### src/rtl/tl_sched_ctrl_if.sv
// tl_sched_ctrl_if: sensor inputs and lamp/phase outputs of the traffic-light scheduler
interface tl_sched_ctrl_if;
  logic Ta, Tal, Tb, Tbl;
  logic [1:0] La, Lb, phase;
  modport master (output Ta, Tal, Tb, Tbl, input La, Lb, phase);
  modport slave (input Ta, Tal, Tb, Tbl, output La, Lb, phase);
endinterface

### src/rtl/tl_sched_ctrl.sv
// tl_sched_ctrl: four-phase traffic-light scheduler; define TL_ALLRED_EN to add an all-red interval after every yellow
module tl_sched_ctrl #(
  parameter int GREEN_MIN = 4,
  parameter int GREEN_MAX = 16,
  parameter int YELLOW_T = 2,
  parameter int ALLRED_T = 1
) (
  input logic clk,
  input logic reset,
  tl_sched_ctrl_if.slave bus
);
`ifdef TL_ALLRED_EN
  typedef enum logic [1:0] {GRN, YEL, ARED} state_t;
  localparam logic [8:0] A_T = 9'(ALLRED_T);
`else
  typedef enum logic [0:0] {GRN, YEL} state_t;
`endif
  localparam logic [8:0] G_MIN = 9'(GREEN_MIN);
  localparam logic [8:0] G_MAX = 9'(GREEN_MAX);
  localparam logic [8:0] Y_T = 9'(YELLOW_T);
  state_t st, st_n;
  logic [1:0] ph, tgt, tgt_n, first;
  logic [7:0] dwell;
  logic [8:0] d1;
  logic [3:0] pend, pend_n, sens, other;
  logic go, enter_grn;
  always_comb begin
    sens = {bus.Tbl, bus.Tb, bus.Tal, bus.Ta};
    d1 = {1'b0, dwell} + 9'd1;
    other = pend & ~(4'b0001 << ph);
    first = pend[ph + 2'd1] ? ph + 2'd1 : pend[ph + 2'd2] ? ph + 2'd2 : ph + 2'd3;
    go = (st == GRN) && (d1 >= G_MIN) && (|other) && (!sens[ph] || d1 >= G_MAX);
    st_n = st;
    tgt_n = tgt;
    enter_grn = 1'b0;
    if (st == GRN) begin
      if (go) begin
        st_n = YEL;
        tgt_n = first;
      end
    end else if (st == YEL) begin
      if (d1 == Y_T) begin
`ifdef TL_ALLRED_EN
        st_n = ARED;
`else
        st_n = GRN;
        enter_grn = 1'b1;
`endif
      end
    end
`ifdef TL_ALLRED_EN
    else if (d1 == A_T) begin
      st_n = GRN;
      enter_grn = 1'b1;
    end
`endif
    // the served phase's own sensor is masked; a green entry clears its bit even if the sensor is high
    pend_n = (pend | (sens & ~((st == GRN) ? (4'b0001 << ph) : 4'b0000)))
           & ~(enter_grn ? (4'b0001 << tgt) : 4'b0000);
    bus.La = (st == GRN && !ph[1]) ? {1'b1, ph[0]} : (st == YEL && !ph[1]) ? 2'b01 : 2'b00;
    bus.Lb = (st == GRN && ph[1]) ? {1'b1, ph[0]} : (st == YEL && ph[1]) ? 2'b01 : 2'b00;
    bus.phase = ph;
  end
  always_ff @(posedge clk) begin
    if (reset) begin
      st <= GRN;
      ph <= 2'd0;
      tgt <= 2'd0;
      dwell <= 8'd0;
      pend <= 4'd0;
    end else begin
      st <= st_n;
      tgt <= tgt_n;
      ph <= enter_grn ? tgt : ph;
      dwell <= (st_n != st) ? 8'd0 : (dwell == 8'hff) ? dwell : dwell + 8'd1;
      pend <= pend_n;
    end
  end
endmodule

### src/flat_wrapper.sv
// flat-port wrapper written by rule: the top's interface ports become plain ports
module tl_sched_ctrl_flat 
#(
  parameter int GREEN_MIN = 4,
  parameter int GREEN_MAX = 16,
  parameter int YELLOW_T = 2,
  parameter int ALLRED_T = 1
)
  (clk, reset, bus_Ta, bus_Tal, bus_Tb, bus_Tbl, bus_La, bus_Lb, bus_phase);
  tl_sched_ctrl_if bus_i ();
  input logic clk;
  input logic reset;
  input wire logic [$bits(bus_i.Ta)-1:0] bus_Ta;
  input wire logic [$bits(bus_i.Tal)-1:0] bus_Tal;
  input wire logic [$bits(bus_i.Tb)-1:0] bus_Tb;
  input wire logic [$bits(bus_i.Tbl)-1:0] bus_Tbl;
  output wire logic [$bits(bus_i.La)-1:0] bus_La;
  output wire logic [$bits(bus_i.Lb)-1:0] bus_Lb;
  output wire logic [$bits(bus_i.phase)-1:0] bus_phase;
  assign bus_i.Ta = bus_Ta;
  assign bus_i.Tal = bus_Tal;
  assign bus_i.Tb = bus_Tb;
  assign bus_i.Tbl = bus_Tbl;
  assign bus_La = bus_i.La;
  assign bus_Lb = bus_i.Lb;
  assign bus_phase = bus_i.phase;
  tl_sched_ctrl #(.GREEN_MIN(GREEN_MIN), .GREEN_MAX(GREEN_MAX), .YELLOW_T(YELLOW_T), .ALLRED_T(ALLRED_T)) u_core (.clk(clk), .reset(reset), .bus(bus_i));
endmodule
### config.mk
export PLATFORM = sky130hd
export DESIGN_NAME = tl_sched_ctrl_flat
export DESIGN_NICKNAME = d
export VERILOG_FILES = /design/src/rtl/tl_sched_ctrl_if.sv /design/src/rtl/tl_sched_ctrl.sv /design/src/flat_wrapper.sv
export SDC_FILE = /design/constraint.sdc
export NUM_CORES = 1
export LEC_CHECK = 0
export CORE_ASPECT_RATIO = 1.2
export CORE_MARGIN = 1
export CORE_UTILIZATION = 45
export DETAILED_ROUTE_END_ITERATION = 6
export GPL_ROUTABILITY_DRIVEN = 0
export PLACE_DENSITY = 0.78
export SYNTH_ARGS = -nofsm -noshare
export SYNTH_HDL_FRONTEND = slang
export SYNTH_SLANG_ARGS = --single-unit
### constraint.sdc
create_clock -name clk -period 2.2 [get_ports clk]
set_input_delay 0.33 -clock clk [delete_from_list [all_inputs] [get_ports clk]]
set_output_delay 0.33 -clock clk [all_outputs]
set_load 0.005 [all_outputs]
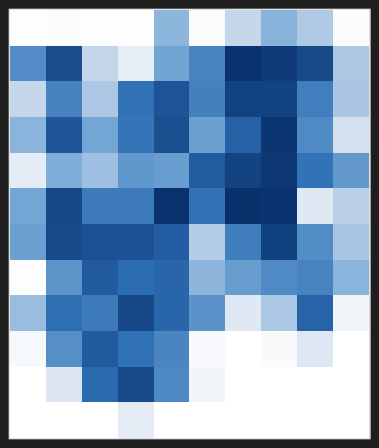
Fig. 1. Local utilization (run 1).
10 x 12 tiles, from white (low) to dark blue (high), 0 to 100% covered.
nearly empty tiles: 18%
tiles over 75% full: 27%
densest ninth of the die: center
mean over tiles: 48%
emptiest ninth of the die: lower right
Core Util at FP: 48.1%
Layout Utilization: 57.0%

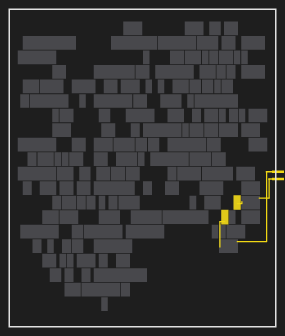
Fig. 2. I/O nets highlighted (run 1).
[yellow] bus_Lb | direction: output | end cells: 2 | buffers: 2 | wire: 32.8 um
number of buffers inserted by port buffering: 11
I/O pin total: 12

==> summary.txt, run 1 <==
Notes on the physical implementation.

- The flow ran to the end, and the final reports show no timing, DRC or antenna violations.
- The signal on the critical path passes through buf_4 > ha_1 > or2b_1 > a41oi_2 > or3b_4 > and3_4 > mux2_4.
- The measured slew at the worst slew-check pin is 0.428 ns, for reference.
- The ratio of routed vias to standard cells is 5.89, for reference.
- Per the layout report, the design carries 3 clock buffers.
- The number of antenna diodes in the final layout is 0.
- The number of buffers other than clock buffers in the final layout is 21, for reference.
- The number of max-capacitance violations reported is 0, for reference.
- The library cell occupying the most area in the post-synthesis netlist is dfxtp_1, for reference.
- The multiplexer share of the synthesized area is 5.61%, for reference.
- The global-route usage over all layers is 20.9%, for reference.
- The number of buffers created by CTS is 3, for reference.
- Multi-input gates account for 56.0% of the area.
- The largest driver fanout on the critical path is 7, for reference.
- The design has 17 sequential cells.
- Entering global routing, the biggest net connects 11 pins.
- The non-clock inverter count in the final layout is 9, for reference.
- The maximum clock insertion buffer count is 2, for reference.
- For this run, the number of standard cells in the final layout without fillers is 185.
- Counting endpoints that fail hold in the final report gives 0.
- The initial antenna violation count is 0, for reference.
- The stage delay of the slowest cell on the critical path is 0.40 ns, for reference.
- The worst slew slack as a fraction of its limit is 71.1%, for reference.
- Setup total negative slack on the finished layout was measured at 0 ns.
- The cell total after placement is 181, for reference.
- The area growth from synthesis to layout is 18.6%, for reference.
- The final worst hold slack is 0.496 ns, for reference.
- The main area contributors are dfxtp_1 28%, ha_1 6.1%, a21oi_1 3.3%.
- The arrival time of the worst setup path is 2.32 ns, for reference.
- The count of H-tree levels built during CTS is 1, for reference.
- The area figure in the yosys stat output is 1230 sq um, for reference.
- The die covers 2940 sq um.
- The clock tree from TritonCTS is done, for reference.
- The area share of and-or/or-and cells after synthesis is 26.5%, for reference.
- The combinational gate count is 101, for reference.
- The post-route total power is 0.657 mW, for reference.
- According to the dpl log, the detail-placed design has an HPWL of 2180 um.
- OpenROAD emitted warnings numbering 31.
- The parity-gate share of the synthesized area counting xor and xnor cells is 2.85%, for reference.
- The total count of max-transition violations in the final report is 0, for reference.
- The net count after synthesis is 146.
- Looking at the setup timing report, the critical path kind is flop to flop.
- The synthesized design contains 17 register bits.
- The routed design shows a wire length per standard cell of 15.4 um.
- Per the finish-stage timing summary, setup violations number 0.
- Setup repair after global routing could not meet its margin everywhere.
- Counting I/O delays and the setup requirement, the final critical path takes 2.12 ns.
- Clock skew on the completed layout was measured at 0.00794 ns.
- For reference, simple AND, OR, NAND and NOR cells occupy 24.3% of the area reported after synthesis.
- Per the detailed placement report, the placed cell area equals 1410 sq um.
- Per the log, the first TritonRoute iteration ended with a DRC count of 42.
- The core box area is 2550 sq um, for reference.
- For this design, the CTS-stage hold fixing added 0 buffers.
- The area fraction in full adders, half adders and majority gates is 6.12%, for reference.
- During tapcell insertion the tool placed 33 well taps.
- The register share after synthesis is 27.7%, for reference.
- The total of warnings raised by yosys is 0, for reference.
- The proportion of register bits with asynchronous set or reset after synthesis is 0%, for reference.
- The clock tree cell share of total cell area is 1.89%, for reference.
- The floorplan row count is 20, for reference.
- The total cells reported by yosys after synthesis is 134, for reference.
- The residual antenna-violating net count after detailed routing is 0, for reference.
- The fraction of standard cell area that is sequential is 23.9%, for reference.
- The number of global-route vias before repair came to 1,111.
- For the completed layout, the total cell area is recorded as 1460 sq um.
- STA classifies the critical path startpoint as a flop.
- The total congestion overflow after global routing is 0, for reference.
- The post-place setup slack is -0.0628 ns, for reference.
- Per the layout area report, the combinational gate area comes to 815 sq um.
- In this run the vertical extent of the chip is 59.2 um.
- Per the final report, the share of cell area in non-clock buffers is 12.7%.
- The clock net in this run drives a total of 17 sinks.
- The first global-routing pass estimated 4720 um of wire.
- In this run the clock root is driven by a clkbuf_4.
- For this design, the slowest cell found on the critical path is dfxtp_4.
- The buffers plus inverters on the worst setup path is 1, for reference.
- By instance count after routing, the leading logic cell type is dfxtp_1.
- STA classifies the critical path endpoint as a flop.
- After synthesis, the largest family of logic cells by area is AND-OR/OR-AND gates.
- For this block, the routed nets add up to 2850 um of wire.
- The share of cells above drive strength 1 is 23.0%, for reference.
- The average cell area after synthesis is 9.16 sq um, for reference.
- The static power due to leakage is 0.530 nW, for reference.
- Before any placement, the netlist area is recorded as 1230 sq um.
- The filler cells instantiated in the layout total 245.
- The number of cells produced by synthesis is 134, for reference.
- The iteration count of the initial detailed-routing pass is 4, for reference.
- The dominant kind of cell is combinational gates, for reference.
- The top cell types in the final layout, fill and taps aside, are 15 x dfxtp_1, 11 x clkdlybuf4s50_1, 10 x nand2_1, 10 x buf_4, 9 x nor2_1.
- The floorplan step set the die width to 49.7 um.
- The unique cell type count in the Yosys netlist is 54, for reference.
- For the worst-skew pair, the clock arrives at the later sink with an insertion delay of 0.29 ns.
- The number of synthesized flops with an enable pin is 0, for reference.
- On the worst setup and hold paths after CTS, the clock-pin slew comes to 0.11 ns.
- The peak supply drop is 0.425 mV, for reference.
- The count of unresolved DRC violations after routing is 0, for reference.
- The data required time reported for the critical path is 2.40 ns.
- Power spread over the standard cell area amounts to 452 nW/um^2.
- Summed over its instances, the top area cell type makes up 27.7% of the synthesized netlist area.
- In the synthesized netlist the dominant register cell turns out to be dfxtp_1.
- The worst path uses 96.6% of the clock period.
- Timing would allow up to 471 MHz.
- Grouping stages by cell kind, the critical path spends the most delay in simple AND/OR/NAND/NOR gates.
- The layout report lists the combined flip-flop and latch area as 348 sq um.
- Across all layers, the routed design uses 1,089 vias.
- The net count reported at finish is 165, for reference.
- The critical path in the final layout is reported with a setup slack of 0.0757 ns.
- The path type of the worst min-delay path is flop to flop, for reference.
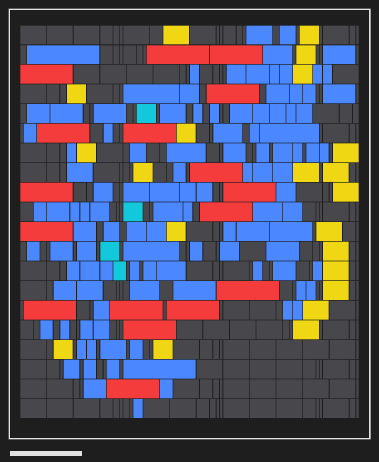
Fig. 3. Cells colored by class (run 1).
Scale bar: 10 um. Fill, decap, tap and diode cells in gray.
[red] flops | cells: 17 | share of their area: 25%
[cyan] clock drivers and dummy loads | cells: 4 | share of their area: 1.9%
[yellow] other buffers and delay cells | cells: 21 | share of their area: 13%
[blue] combinational and other logic | cells: 110 | share of their area: 60%

==> run 1: cell usage after synthesis (2+ instances only) <==
cell type / count
nand2_1: 10
inv_1: 8
nor2_1: 9
dfxtp_1: 17
or2b_1: 3
a311oi_1: 2
o31ai_1: 3
o21ai_0: 5
a21boi_0: 3
buf_6: 2
xor2_1: 2
nand4_1: 3
buf_4: 2
nor3_1: 4
a21oi_1: 8
mux2i_1: 2
nand3_1: 3
xnor2_1: 2
ha_1: 6
o221a_2: 2
o22ai_1: 3
and3_1: 3
==> run 1: worst paths after layout <==
kind,from,cells past startpoint,end,slack [ns]
setup / recovery,u_core.bus.phase[1],7,u_core.tgt[1],0.08
hold / removal,u_core.tgt[0],2,u_core.tgt[0],0.50
setup reg to reg,u_core.bus.phase[1],7,u_core.tgt[1],0.08
hold reg to reg,u_core.tgt[0],2,u_core.tgt[0],0.50
==> run 1: power breakdown <==
group	switching (mW)	internal [mW]
Sequential	0.0169	0.320
Clock	0.104	0.0676
Combinational	0.0704	0.0782
==> run 1: flip-flops by register name, summed over array words and instances, names as in the netlist <==
register	flops
u_core.bus.phase	2
u_core.dwell	8
u_core.tgt	2
u_core.st	1
u_core.pend	4
==> run 1: routing by layer <==
layer | part of all wire, % | vias up | GRT usage, %
met3 | 4.0 | 4 | 3.08
met2 | 54 | 36 | 37.8
li1 | - | 538 | -
met4 | 0.81 | 0 | 13.5
met1 | 41 | 511 | 22.7
met5 | 0 | - | 0
==> run 1: repair_timing <==
item	CTS	global route
resized	0	3
buffers inserted	0	0
setup endpoints to repair	0	3
==> run 1: cells by family (layout without fill, tap and decap cells) <==
group | after synthesis | in the layout
compound gates | 39 | 39
xor+xnor | 4 | 4
fa+ha+maj | 6 | 6
buf+inv | 16 | 34
flops | 17 | 17
mux | 5 | 5
simple gates | 47 | 47
## Run 2: what changed since run 1
- CORE_ASPECT_RATIO: 1.2 -> unset
- CTS_CLUSTER_DIAMETER: unset -> 60
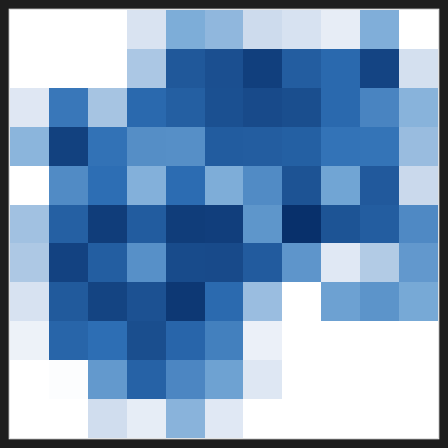
Fig. 4. Local utilization (run 2).
11 x 11 tiles, from white (low) to dark blue (high), 0 to 100% covered.
densest ninth of the die: center
tiles over 75% full: 35%
fullest tile: 100%
emptiest ninth of the die: lower right
nearly empty tiles: 22%
mean over tiles: 49%

==> summary.txt, run 2 <==
Notes on the physical implementation.

- The net count after synthesis is 146, for reference.
- In the log, the iteration count for the first detailed-route pass is 4.
- The final design area excluding fillers is 1470 sq um, for reference.
- The TritonCTS sink count is 17, for reference.
- Once placement finished, the instance area stood at 1410 sq um.
- After synthesis, the netlist uses 54 different library cells.
- The initial antenna violation count came to 0.
- The floorplan step records an initial core utilization of 48.7%.
- For this run, the total global-route usage over all layers was measured as 22.2%.
- The antenna diode count is 0, for reference.
- The flip-flop count of the largest register, all copies and words added is 8, for reference.
- The CTS report gives the tree buffer count as 3.
- In the post-route report, total wirelength is listed as 2780 um.
- In the layout the commonest cells are 13 x dfxtp_1, 11 x clkdlybuf4s50_1, 11 x buf_4.
- The max-slew check reports its worst relative slack as 71.0%.
- In this run, power in the clock network comes to 0.179 mW.
- The cell type of the slowest stage on the worst timing path is or3b_4, for reference.
- The clock latency at the later pin of the worst-skew pair is 0.31 ns, for reference.
- The portion of the clock cycle consumed by the worst path in the final layout is 96.9%, for reference.
- The count of H-tree levels built during CTS is 1, for reference.
- The peak supply drop is 0.430 mV, for reference.
- In this run switching power makes up 29.9% of total power.
- The number of flip-flops and latches in the synthesized netlist is 17, for reference.
- The number of endpoints failing setup at the final stage is 0, for reference.
- The synthesis report names the predominant flop master as dfxtp_1.
- The total I/O pin count is 12, for reference.
- The number of cells produced by synthesis is 134, for reference.
- The dominant cell by count in the synthesized netlist is dfxtp_1, for reference.
- After legalization and detailed placement, the total HPWL measured 2130 um.
- Yosys mapped a number of flops with a built-in enable equal to 0.
- The total negative slack is 0 ns, for reference.
- In the power breakdown, the internal column shows 0.468 mW.
- The core box area is 2520 sq um, for reference.
- The synthesis log from Yosys contains 0 warnings.
- Per the Yosys statistics, synthesis produced 134 cells.
- The violation count after the first detailed-routing iteration is 33, for reference.
- Per the synthesis report, the single largest cell type by area occupies 27.7% of cell area.
- The floorplan row count is 18, for reference.
- Total power for the finished layout comes to 0.668 mW.
- During placement, the flow inserted port buffers numbering 11.
- Counting pins that exceed their max-slew limit in the final report gives 0.
- After detailed routing, the number of remaining DRC violations is 0.
- The measured slew at the worst slew-check pin is 0.432 ns, for reference.
- The power share of the clock group is 26.9%, for reference.
- The first global-routing pass estimated 4490 um of wire.
- TritonCTS built the clock tree.
- The arrival time of the worst setup path is 2.31 ns, for reference.
- The highest-power group is sequential cells, for reference.
- The net switching component of the power is 0.200 mW, for reference.
- The power dissipated in sequential cells is 0.339 mW, for reference.
- The area figure in the yosys stat output is 1230 sq um, for reference.
- The area growth from synthesis to layout is 19.5%, for reference.
- The path type of the worst min-delay path is flop to flop, for reference.
- The final route contains 1,078 vias.
- The leading cell type in the layout, fill and taps excluded is dfxtp_1, for reference.
- The number of max-capacitance violations reported is 0, for reference.
- Measured along the x axis, the die boundary spans 54.2 um.
- STA classifies the critical path startpoint as a flop.
- After clock tree synthesis, the clock-pin slew on the worst setup and hold paths is 0.11 ns.
- The net count reported at finish is 166, for reference.
- Looking at the setup timing report, the critical path kind is flop to flop.
- The average cell area after synthesis is 9.16 sq um, for reference.
- Before any placement, the netlist area is recorded as 1230 sq um.
- The register share after synthesis is 27.7%, for reference.
- The commonest cells after synthesis are 17 x dfxtp_1, 10 x nand2_1, 9 x nor2_1, 8 x a21oi_1, 8 x inv_1.
- The vertical die dimension reported for this design is 54.2 um.
- Recorded from the global router log, the overflow total was 0.
- Power attributed to combinational cells is 0.150 mW.
- Derived from the worst setup path, the maximum achievable clock frequency is 469 MHz.
- The sort of element at the end of the critical path is a flop, for reference.
- Dividing total power by cell area gives a power density of 455 nW/um^2.
- Entering global routing, the biggest net connects 11 pins.
- The required time of the critical path is 2.38 ns, for reference.
- The register bank with the most flops is u_core.dwell, for reference.
- The layout summary lists the proportion of cells stronger than drive strength 1 as 26.1%.
- For this run, asynchronously set or reset flops after synthesis account for 0%.
- The flow ran to the end, and the final reports show no timing, DRC or antenna violations.
- The number of failing hold endpoints at the final stage is 0, for reference.
- In this run the remaining antenna-violating nets after routing total 0.
- The maximum clock insertion buffer count is 2, for reference.
- Of all nets on the critical path, the largest fanout is 5.
- The stage delay of the slowest cell on the critical path is 0.41 ns, for reference.
- The total die area is 2940 sq um, for reference.
- The routed design shows a via density per instance of 5.89.
- The slack of the critical path is 0.0690 ns, for reference.
- The number of global-route vias before repair was 994.
- The relative contribution of sequential cells to total power is 50.7%, for reference.
- The final worst hold slack is 0.521 ns, for reference.
- The largest registers in the layout are u_core.dwell: 8 flops, u_core.pend: 4 flops.
- Prior to clock tree synthesis, the placed netlist has a worst setup slack of -0.0497 ns.
- The static power due to leakage is 0.533 nW, for reference.
- The share of the core filled with cells in the final layout is 58.1%, for reference.
- Once placement completed, the tool counted placed cells totaling 178.
- The final non-filler cell total is 183, for reference.
- The clock arrives with 0.00351 ns of skew.
- The library cell occupying the most area in the post-synthesis netlist is dfxtp_1, for reference.
- The cell occurring most often along the worst timing path is buf_4, for reference.
- The smallest clock period supported by the final layout is computed as 2.13 ns.
- Summing over the stages, the warning tally comes to 30.
- Per the detail_route report, routed wire per instance is 15.2 um.
- Per STA, the worst path is made up of buf_4 > ha_2 > or2b_1 > a41oi_2 > or3b_4 > and3_4 > buf_4 > mux2i_1.
- The share of power burned in combinational logic is 22.4%, for reference.
- The tree is rooted in a clkbuf_4.
- Buffers inserted to repair hold after CTS numbered 0.
- After synthesis, the cell types taking the most area are dfxtp_1 28%, ha_1 6.1%, a21oi_1 3.3%.
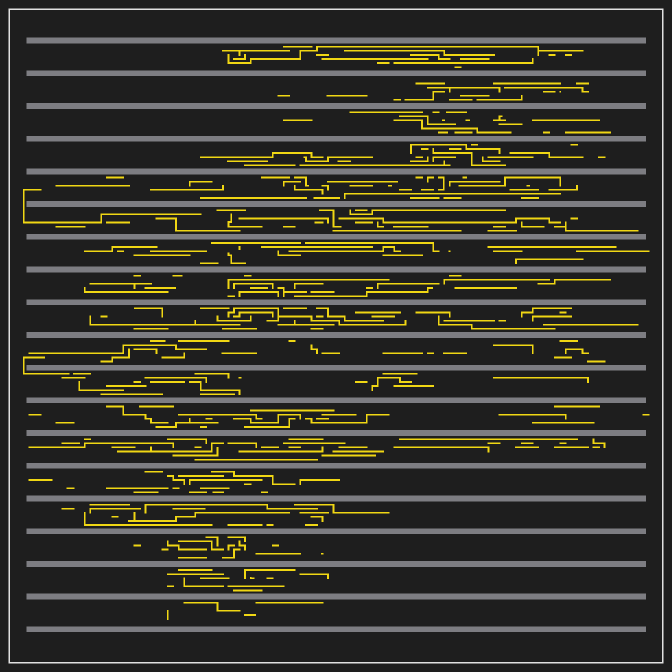
Fig. 5. The metal 1 layer (run 2).
Supply wires on this layer in gray.
wire length on this layer: 1,190 um
longest straight run: 18.4 um
share of all routed wire: 43%
main direction: horizontal

[run 2: cell counts after synthesis]
No cell type changed its count.
[run 2: cell type report]
type / instances / area (sq um)
tap: 30 / 37.5
fill: 227 / 1060
clock buffer: 3 / 22.5
timing repair buffer: 22 / 193
multi-input combinational: 101 / 820
inverter: 9 / 38.8
sequential: 17 / 350
clock inverter: 1 / 5.00
[run 2: final timing paths]
kind,startpoint,end,slack (ns),depth (start not counted)
worst max-delay path,u_core.bus.phase[1],u_core.tgt[0],0.07,8
worst min-delay path,u_core.tgt[0],u_core.pend[0],0.52,2
worst max register to register,u_core.bus.phase[1],u_core.tgt[0],0.07,8
worst min register to register,u_core.tgt[0],u_core.pend[0],0.52,2
[run 2: logic make-up after synthesis]
| group | after synthesis | share of synthesized area, % |
|---|---|---|
| AOI/OAI and AO/OA | 39 | 26.5 |
| xor gates and xnor gates | 4 | 2.85 |
| adders and majority gates | 6 | 6.12 |
| buffers and inverters | 16 | 6.93 |
| DFF | 17 | 27.7 |
| muxes | 5 | 5.61 |
| and+or+nand+nor | 47 | 24.3 |
[run 2: worst max-delay path, delay by kind of cell (launching register included)]
| family | cells | cell delay [ns] |
|---|---|---|
| and+or+nand+nor | 3 | 0.84 |
| DFF | 1 | 0.37 |
| buffers and inverters | 2 | 0.28 |
| AOI/OAI and AO/OA | 1 | 0.22 |
| adders and majority gates | 1 | 0.17 |
| muxes | 1 | 0.12 |
[run 2: metal layers]
layer  GRT usage, %  part of all wire [%]  vias up
li1               -                     -      537
met1           25.3                    43      492
met2           38.6                    51       44
met3           5.28                   4.8        5
met4           10.3                   1.5        0
met5              0                     0        -
[run 2: repair_timing]
item | 4_1_cts | 5_1_grt
setup endpoints to repair | 2 | 4
pin swaps | 1 | 3
setup buffers | 0 | 1
resized | 2 | 5
Power is estimated from default activity; no workload was simulated.
